Sequential cells coloured by netlist name:
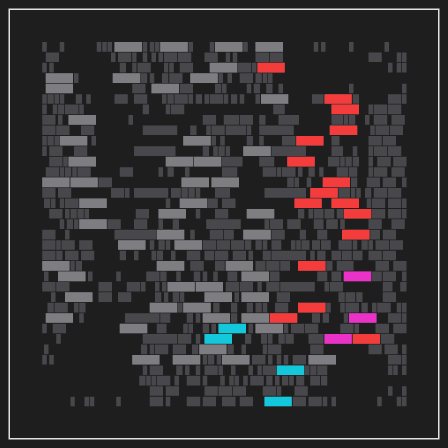
M2 wires:
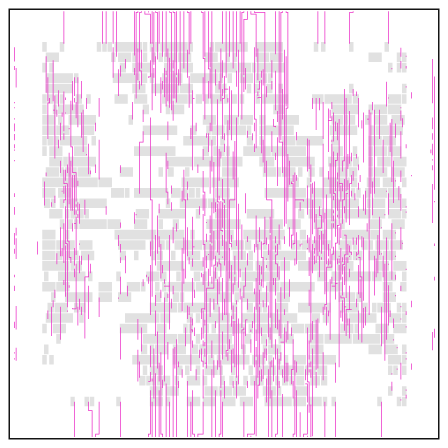
Met1 routing:
Supply wires on this layer in grey.
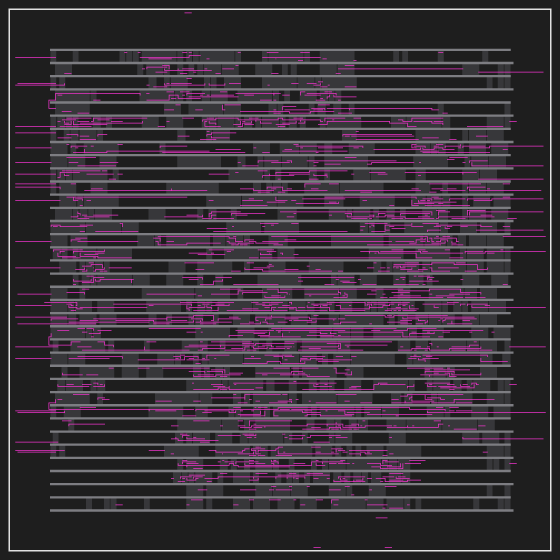
Routing congestion:
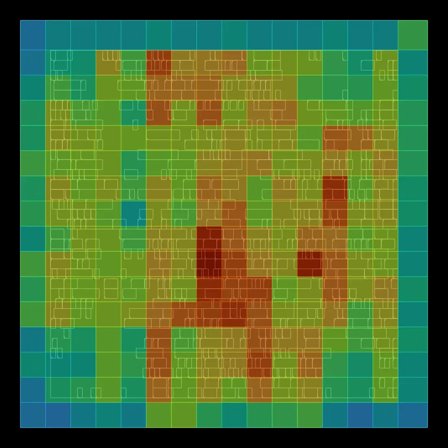
I/O nets highlighted:
Bar = 20 um.
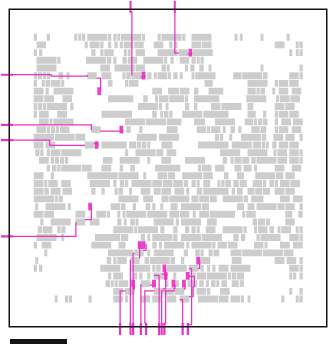
[src/rtl/mem_wb_stage.sv]
// mem_wb_stage: MEM/WB pipeline register plus the writeback stage.
// Captures the memory stage outputs, selects the writeback value, drives the
// register-file write port and forwarding tap, and owns the architectural
// condition-code register that feeds the memory stage's branch comparator.
// Optional feature macro: MEM_WB_PERF_COUNT_EN (retired / bubble counters).

package lc3b_types;
    // Subset of the control word consumed by the writeback stage.
    typedef struct packed {
        logic       load_regfile;
        logic       load_cc;
        logic [1:0] wb_sel;
    } lc3b_control_word;

    localparam logic [1:0] WB_RESULT = 2'b00;
    localparam logic [1:0] WB_WORD   = 2'b01;
    localparam logic [1:0] WB_BYTE   = 2'b10;
    localparam logic [1:0] WB_LINK   = 2'b11;
endpackage

module mem_wb_stage
    import lc3b_types::*;
#(
    parameter logic [2:0] CC_RESET = 3'b010
) (
    input  logic             clk,
    input  logic             reset,
    input  logic             hold,
    input  logic             flush,
    input  logic             mem_stall,
    input  logic             valid_in,
    input  lc3b_control_word cw_in,
    input  logic [15:0]      address_in,
    input  logic [15:0]      data_in,
    input  logic [15:0]      result_in,
    input  logic [15:0]      new_pc_in,
    input  logic [15:0]      ir_in,
    input  logic [2:0]       dr_in,
    output logic             regfile_load,
    output logic [2:0]       regfile_dest,
    output logic [15:0]      regfile_data,
    output logic [2:0]       cc,
    output logic             fwd_valid,
    output logic [2:0]       fwd_dr,
    output logic [15:0]      fwd_data,
    output logic [15:0]      wb_ir,
    output logic [31:0]      retire_count,
    output logic [31:0]      bubble_count
);

    logic             valid_q,   valid_d;
    lc3b_control_word cw_q,      cw_d;
    logic [15:0]      address_q, address_d;
    logic [15:0]      data_q,    data_d;
    logic [15:0]      result_q,  result_d;
    logic [15:0]      new_pc_q,  new_pc_d;
    logic [15:0]      ir_q,      ir_d;
    logic [2:0]       dr_q,      dr_d;
    logic [2:0]       cc_q,      cc_d;

    logic [15:0]      wb_data;
    logic [7:0]       byte_sel;
    logic             writes_regfile;

    // Only the byte-lane bit of the address matters here; the rest is kept
    // in the stage register for trace visibility.
    logic [14:0]      unused_addr_bits;
    assign unused_addr_bits = address_q[15:1];

    // Writeback select: ALU result, loaded word, zero-extended byte, link PC.
    always_comb begin
        byte_sel = address_q[0] ? data_q[15:8] : data_q[7:0];
        wb_data  = result_q;
        case (cw_q.wb_sel)
            WB_RESULT: wb_data = result_q;
            WB_WORD:   wb_data = data_q;
            WB_BYTE:   wb_data = {8'h00, byte_sel};
            WB_LINK:   wb_data = new_pc_q;
            default:   wb_data = result_q;
        endcase
    end

    assign writes_regfile = valid_q & cw_q.load_regfile;

    assign regfile_load = writes_regfile;
    assign regfile_dest = dr_q;
    assign regfile_data = wb_data;
    assign cc           = cc_q;
    assign fwd_valid    = writes_regfile;
    assign fwd_dr       = dr_q;
    assign fwd_data     = wb_data;
    assign wb_ir        = ir_q;

    // Next-state for the stage register: flush beats hold, hold beats stall.
    always_comb begin
        valid_d   = valid_q;
        cw_d      = cw_q;
        address_d = address_q;
        data_d    = data_q;
        result_d  = result_q;
        new_pc_d  = new_pc_q;
        ir_d      = ir_q;
        dr_d      = dr_q;
        if (flush) begin
            // Squash the entering instruction; payload loads but is never used.
            valid_d   = 1'b0;
            cw_d      = cw_in;
            address_d = address_in;
            data_d    = data_in;
            result_d  = result_in;
            new_pc_d  = new_pc_in;
            ir_d      = ir_in;
            dr_d      = dr_in;
        end else if (hold) begin
            valid_d   = valid_q;
        end else if (mem_stall) begin
            // Memory access still pending: present a bubble to writeback.
            valid_d   = 1'b0;
        end else begin
            valid_d   = valid_in;
            cw_d      = cw_in;
            address_d = address_in;
            data_d    = data_in;
            result_d  = result_in;
            new_pc_d  = new_pc_in;
            ir_d      = ir_in;
            dr_d      = dr_in;
        end
    end

    // Condition codes follow the value being written back (one-hot nzp).
    always_comb begin
        cc_d = cc_q;
        if (valid_q && cw_q.load_cc && !hold) begin
            if (wb_data == 16'h0000) begin
                cc_d = 3'b010;
            end else if (wb_data[15]) begin
                cc_d = 3'b100;
            end else begin
                cc_d = 3'b001;
            end
        end
    end

    // Stage register and CC register.
    always_ff @(posedge clk) begin
        if (reset) begin
            valid_q   <= 1'b0;
            cw_q      <= '0;
            address_q <= '0;
            data_q    <= '0;
            result_q  <= '0;
            new_pc_q  <= '0;
            ir_q      <= '0;
            dr_q      <= '0;
            cc_q      <= CC_RESET;
        end else begin
            valid_q   <= valid_d;
            cw_q      <= cw_d;
            address_q <= address_d;
            data_q    <= data_d;
            result_q  <= result_d;
            new_pc_q  <= new_pc_d;
            ir_q      <= ir_d;
            dr_q      <= dr_d;
            cc_q      <= cc_d;
        end
    end

`ifdef MEM_WB_PERF_COUNT_EN
    logic [31:0] retire_q, retire_d;
    logic [31:0] bubble_q, bubble_d;

    // Every non-hold cycle is either a retirement or a bubble.
    always_comb begin
        retire_d = retire_q;
        bubble_d = bubble_q;
        if (!hold) begin
            if (valid_q) begin
                retire_d = retire_q + 32'd1;
            end else begin
                bubble_d = bubble_q + 32'd1;
            end
        end
    end

    // Performance counter registers.
    always_ff @(posedge clk) begin
        if (reset) begin
            retire_q <= '0;
            bubble_q <= '0;
        end else begin
            retire_q <= retire_d;
            bubble_q <= bubble_d;
        end
    end

    assign retire_count = retire_q;
    assign bubble_count = bubble_q;
`else
    assign retire_count = 32'h0000_0000;
    assign bubble_count = 32'h0000_0000;
`endif

endmodule
[config.mk]
export PLATFORM = sky130hd
export DESIGN_NAME = mem_wb_stage
export DESIGN_NICKNAME = d
export VERILOG_FILES = /design/src/rtl/mem_wb_stage.sv
export SDC_FILE = /design/constraint.sdc
export NUM_CORES = 1
export LEC_CHECK = 0
export CAP_MARGIN = 20
export CORE_MARGIN = 8
export CORE_UTILIZATION = 42
export CTS_BUF_LIST = sky130_fd_sc_hd__clkbuf_16
export DETAILED_ROUTE_END_ITERATION = 7
export PLACE_DENSITY = 0.87
export SLEW_MARGIN = 0
export SYNTH_ARGS = -nofsm -noshare
export SYNTH_HDL_FRONTEND = slang
export SYNTH_SLANG_ARGS = --single-unit
[constraint.sdc]
create_clock -name clk -period 5.6 [get_ports clk]
set_input_delay 1.12 -clock clk [delete_from_list [all_inputs] [get_ports clk]]
set_output_delay 1.12 -clock clk [all_outputs]
set_load 0.02 [all_outputs]
==> impl_metrics.yaml <==
# generated from flow reports
critical_path:
  path_depth: 4
  critPathCaptureType: "output port"
  path_max_fanout: 21
  cp_top_family: "flip-flops"
  reg2regPathDepth: 6
  worstSetupStartpoint: "cw_q[1]$_SDFFE_PP0P_"
  cp_slowest_cell: "dfxtp_1"
  critPathBufInv: 1
  max_stage_delay_ns: 0.98
  cp-endpoint: "regfile_data[0]"
pwr:
  power.total_mw: 1.60
  p_comb_mw: 0.339
  pwr-share-comb_pct: 21.2
  swShare_pct: 27.6
cells_and_area:
  n_all_inverters: 1
  lay_top_count: "nand2_1"
  final_cell_mix: "nand2_1 (144), clkdlybuf4s50_1 (135), dfxtp_1 (76)"
  nClkBuffers: 9
  design_area_mm2: 0.00519
global_routing:
  grt-ovfl-total: 0
clock_tree:
  clock_path_buffers: 2
  htreeDepth: 3
  cts-root-buf: "clkbuf_16"
  cts_setup_buffers: 0
  cts_sinks: 76
final_timing:
  period_used_pct: 72.4
  rsz0062_at_grt: "no"
  final.min_clock_period_ns: 4.05
routing:
  drc: 0
  wl_met2_um: 5310
  ant_nets: 0
  wl_met3_um: 1320
synth:
  yosys_warnings: 0
  muxShareOfSynthArea_pct: 7.30
  synth_cells: 486
  top_cell: "nand2_1"
floorplan:
  dieArea_mm2: 0.0125
  n_tap_cell: 111
  coreArea_mm2: 0.00906
  fp_util_pct: 42.3
worst_hold_path:
  whs_endpoint: "wb_ir[1]$_SDFFE_PP0P_"
  hp-start: "wb_ir[1]$_SDFFE_PP0P_"
run:
  max_cap_viol_count: 0
status:
  status: "finished, final reports clean"
## Picture notes: 'sequential cells coloured by netlist name'
| signal | colour | placed flops |
|---|---|---|
| `cc` | magenta | 3 |
| `result_q` | red | 16 |
| `cw_q` | cyan | 4 |
not coloured: 53
post-layout util: 57.2%
sequential power: 0.602 mW
Seq area share: 29.3%

## Picture notes: 'M2 wires'
main direction: vertical
nets with wire on the layer: 551
wire length on this layer: 5310 um
DRT Wirelength: 11200 um
met2 capacity usage during global routing: 29.0%

## Picture notes: 'met1 routing'
wire length on this layer: 4430 um
nets with wire on the layer: 550
main direction: horizontal
share of all routed wire: 40%
longest straight run: 32.2 um

## Picture notes: 'routing congestion'
met1 GRT Util: 18.3%
drt wl/cell: 15.9 um
most used routing layer: met2
Global Route Usage Sum: 17.4%
met3 Usage GRT: 10.4%

## Picture notes: 'I/O nets highlighted'
| port | colour | bits | direction | edge | end cells | buffers | wire |
|---|---|---|---|---|---|---|---|
| `data_in` | magenta | 16 | input | 10 bottom, 4 left, 2 top | 16 | 16 | 394 um |
I/O Buffers: 136
Ports: 216

flip-flops by register name (all words and copies together), names as in the netlist:
name / cells
address_q: 1
cc: 3
cw_q: 4
data_q: 16
fwd_dr: 3
new_pc_q: 16
result_q: 16
valid_q: 1
wb_ir: 16
worst reg2reg max path: stages, from the launching register on:
cell and delay [ns]:
dfxtp_1 0.98, nor2b_1 0.57, a22oi_1 0.29, nor4_1 0.37, a21oi_1 0.15, a32o_1 0.24, a21o_1 0.15
metrics by stage:
stage               util (%)  hold slack, ns  setup WS [ns]  cells
detailed placement      53.4           0.445           1.91    685
global route            57.2           0.472           1.39    701
floorplan                  -           0.427           2.90    549
CTS                     57.2           0.453           1.56    701
global placement        53.4           0.435           2.00    685
finish                  57.2           0.454           1.55    702
Power is estimated from default activity; no workload was simulated.
